==> config.mk <==
export PLATFORM = sky130hd
export DESIGN_NAME = pixel_write_buffer
export DESIGN_NICKNAME = d
export VERILOG_FILES = /design/src/rtl/pixel_pkg.sv /design/src/rtl/pixel_fifo.sv /design/src/rtl/pixel_write_buffer.sv
export SDC_FILE = /design/constraint.sdc
export NUM_CORES = 1
export LEC_CHECK = 0
export CAP_MARGIN = 20
export CORE_AREA = 2 2 175 177
export DETAILED_ROUTE_END_ITERATION = 8
export DIE_AREA = 0 0 177 179
export GPL_TIMING_DRIVEN = 0
export PLACE_DENSITY = 0.76
export RECOVER_POWER = 100
export SYNTH_ARGS = -nofsm -noshare
export SYNTH_HDL_FRONTEND = slang
export SYNTH_HIERARCHICAL = 1
export SYNTH_SLANG_ARGS = --single-unit
==> constraint.sdc <==
create_clock -name clock -period 4.8 [get_ports clock]
set_input_delay 0.48 -clock clock [delete_from_list [all_inputs] [get_ports clock]]
set_output_delay 0.48 -clock clock [all_outputs]
set_load 0.02 [all_outputs]
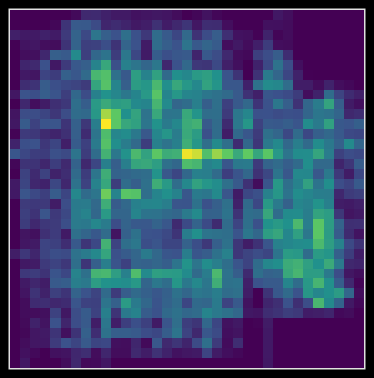
Figure 1: wiring heat map.
Drawn at 2 px/µm. The die is cut into 35 by 36 equal tiles; dark purple is low, yellow is high, scaled to the fullest tile. Values are wire area over tile area, all layers added.
nearly empty tiles: 14%
densest ninth of the die: middle
tiles over half the peak: 11%
routed wire length: 36580 µm
Vias: 9708
GRT Overall Usage: 23.69%
WL per Instance: 23.64 µm

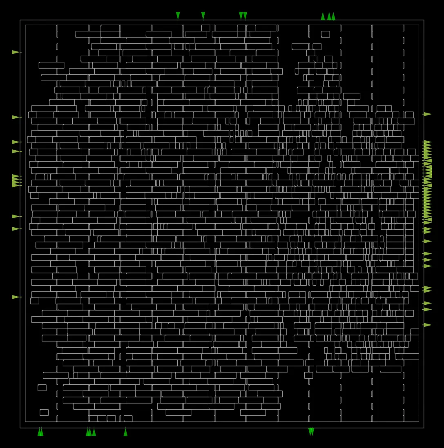
Figure 2: placement view.
Layout Cells excl Fill: 1547
num rows: 64
flop share of the area: 58.98%
seq_cells: 390
Final Core Density: 62.17%

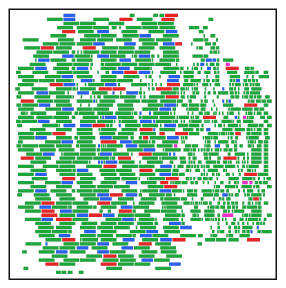
Figure 3: sizing map.
Drawn at 1.5 px/µm.
| color | size | cells | most used |
|---|---|---|---|
| red | _6 and larger | 53 | clkbuf_16 |
| green | _0 and _1 cells | 984 | edfxtp_1 |
| blue | _2 cells | 108 | mux4_2 |
| magenta | _3 and _4 cells | 6 | clkinvlp_4 |
Final WS setup: 0.2910 ns
final instance area: 18670 µm²

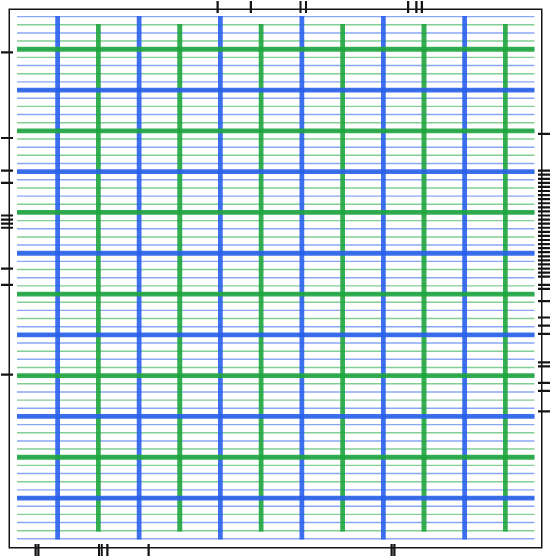
Figure 4: supply network.
Drawn at 3 px/µm. Pins as bars on the die edge.
| color | net |
|---|---|
| blue | VSS |
| green | VDD |
met1 rails: 65
rows: 64
DIE WIDTH: 177 µm
CORE AREA: 30030 µm²
die height: 179 µm
VDD IR max: 0.2957 mV

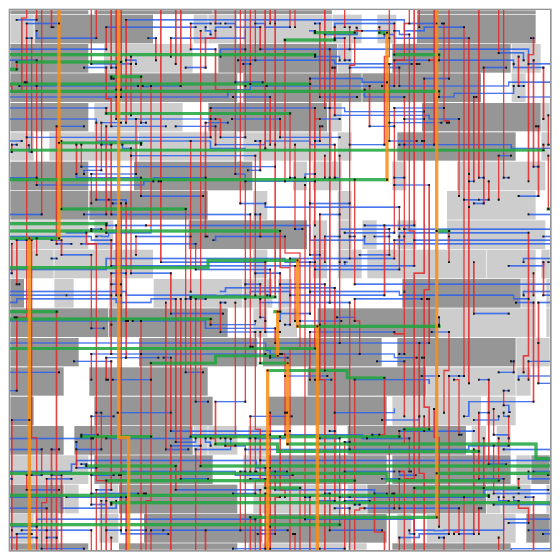
Figure 5: layout detail.
Region (64, 100) to (114, 150) µm. Cells in gray, sequential cells in the stronger gray; small squares are vias.
| color | layer |
|---|---|
| red | metal 2 |
| blue | metal 1 |
| orange | metal 4 |
| green | metal 3 |
most frequent: edfxtp_1 (39), mux4_2 (14)
cells with their middle in the window: 110
sequential cells in the window: 39

==> impl_metrics.py <==
# Metrics from the implementation run
metrics = {
    "worst_setup_path": {
        "cp_cell_sequence": "clkbuf_1, or4_2, clkbuf_1, nor2_1, or4b_1, nor2_1, o21a_1, nand2_1, nor3_1, clkbuf_1, clkbuf_2",
        "path_class": "flip-flop to flip-flop",
        "crit_required_ns": 5.02,
        "crit_buf_inv": 4,
        "worstPathMaxFanout": 10,
        "cp-start-kind": "flip-flop",
        "crit_family": "simple AND/OR/NAND/NOR gates",
        "cpMostUsedCell": "clkbuf_1",
        "arrival_ns": 4.73,
        "cp.depth": 11,
        "r2r_slack_ns": 0.29,
        "max_stage_delay_ns": 0.73,
        "reg2regPathDepth": 11,
        "critPathSlowestCell": "nor3_1",
        "setup.worst_path.end_class": "flip-flop",
    },
    "cells_and_area": {
        "comb_cells": 533,
        "sh_comb_area_pct": 25.69,
        "nNonClkBuffers": 140,
        "antenna_cells": 0,
        "largest_reg_flops": 320,
        "layout.nets": 1177,
        "layout-drive-gt1-share_pct": 14.51,
        "fillers": 2184,
        "nClkBuffers": 51,
        "buffer_area_share_pct": 5.181,
        "clkCellAreaFrac_pct": 7.151,
        "dominant-cell-class": "flip-flops and latches",
        "layout.area.comb_um2": 4796,
        "most-common-layout-cells": "320 x edfxtp_1, 80 x mux4_2, 74 x nand2_1",
        "area_delta_synth_final_pct": 15.35,
        "final_common_cell": "edfxtp_1",
        "nNonClkInverters": 17,
        "seq_area_um2": 11010,
    },
    "synthesis": {
        "simple_gate_area_share_pct": 7.894,
        "ys_sh_mux_pct": 12.19,
        "top_cell_area_share_pct": 59.38,
        "top_area_cell": "edfxtp_1",
        "flop_cell": "edfxtp_1",
        "numSynthFlops": 390,
        "xor_share_pct": 0.4871,
        "synth.avg_cell_area_um2": 16.23,
        "synthTopLogicFamily": "multiplexers",
        "adder_share_pct": 2.180,
        "ys_sh_aoi_pct": 7.206,
        "synth_cell_type_count": 76,
        "yosysSeqAreaShare_pct": 68.04,
        "synth_chip_area_um2": 16180,
        "synth_nets": 1052,
        "synth_area_um2": 16180,
        "synth_warnings": 6,
        "top_cells_by_area": "edfxtp_1 59%, mux4_2 11%, dfxtp_1 8.7%",
        "synthCells": 997,
        "edf_count": 320,
        "ys_cells": 997,
        "async_reset_ff_share_pct": 0,
    },
    "floorplanning": {
        "die_area_um2": 31680,
        "ios": 65,
        "n_tap_cell": 396,
        "initCoreUtil_pct": 53.89,
    },
    "place": {
        "portBuffers": 63,
        "dpl_cell_area_um2": 17670,
        "dp_hpwl_um": 24030,
        "place_congestion": 0.8654,
        "pre_cts_slack_ns": 0.5255,
        "dp_cells": 1476,
    },
    "pwr": {
        "power_clock_mw": 3.12,
        "p_sw_mw": 2.583,
        "leakage_nw": 6.200,
        "combPwrFrac_pct": 22.1,
        "powerComb_mw": 1.99,
        "intPower_mw": 6.436,
        "seq_power_share_pct": 43.3,
        "power_density_nw_per_um2": 483.1,
        "netSwitchingFraction_pct": 28.64,
        "finalPower_mw": 9.019,
        "powerSeq_mw": 3.90,
        "pwr-share-clk_pct": 34.6,
        "top_power_group": "registers",
    },
    "clock_network": {
        "numCtsBuffers": 40,
        "cts-resized-gates": 0,
        "h-tree-depth": 2,
        "clock_latency_ns": 0.55,
        "clock_sinks": 390,
        "clk_root_buffer_cell": "clkbuf_16",
        "cts_tree": "done",
        "clk_pin_slew_ns": 0.06,
        "hold_buffers": 0,
        "cts_setup_buffers": 0,
        "cts_buffer_depth": 3,
    },
    "routing": {
        "vias_per_cell": 6.275,
        "dr.pass1.iters": 5,
        "drc": 0,
        "drtIter0Drc": 1074,
        "drtAntennaViolNets": 0,
    },
    "sta": {
        "rsz0062_at_grt": "no",
        "fin_skew_ns": 0.01779,
        "tns_ns": 0,
        "fmax_mhz": 221.8,
        "hold_viol_final": 0,
        "fin_hold_ws_ns": 0.2587,
        "worst-slew-pin-transition_ns": 1.159,
        "setup_viol": 0,
        "slew_headroom_pct": 22.43,
        "slew_viol_final": 0,
        "fin_crit_sh_pct": 93.94,
        "finalCriticalPeriod_ns": 4.509,
    },
    "min_path": {
        "hp-class": "primary input to flip-flop",
        "holdPathStages": 2,
    },
    "grt": {
        "grt_overflow": 0,
        "first_global_vias": 9563,
        "grt_antenna_before_repair": 1,
        "grt_max_degree": 18,
        "grt_pass1_wl_um": 55760,
    },
    "status": {
        "status": "finished clean",
    },
    "flow_run": {
        "cap_violations": 0,
        "tool_warnings": 29,
    },
}
==> per-layer routing <==
layer,routed length (µm),GRT usage (%)
met1,14590,31.82
met2,17970,39.15
met3,2999,5.365
met4,1012,6.784
met5,0,0
==> cells in the mapped netlist, types with 5 or more instances <==
library cell and instances:
a211oi_1 5, a21o_1 5, a21oi_1 25, a22oi_1 40, a311oi_1 12, and3_1 6
and4_1 6, buf_2 13, clkbuf_1 38, dfxtp_1 70, edfxtp_1 320, ha_1 25
inv_1 15, mux2i_1 16, mux4_2 80, nand2_1 74, nand2b_1 8, nand3_1 18
nand4_1 8, nor2_1 59, nor2b_1 5, nor3_1 12, o211ai_1 6, o21ai_0 14
o31ai_1 10, or4_1 13, xor2_1 6
Power and IR drop assume default switching activity.
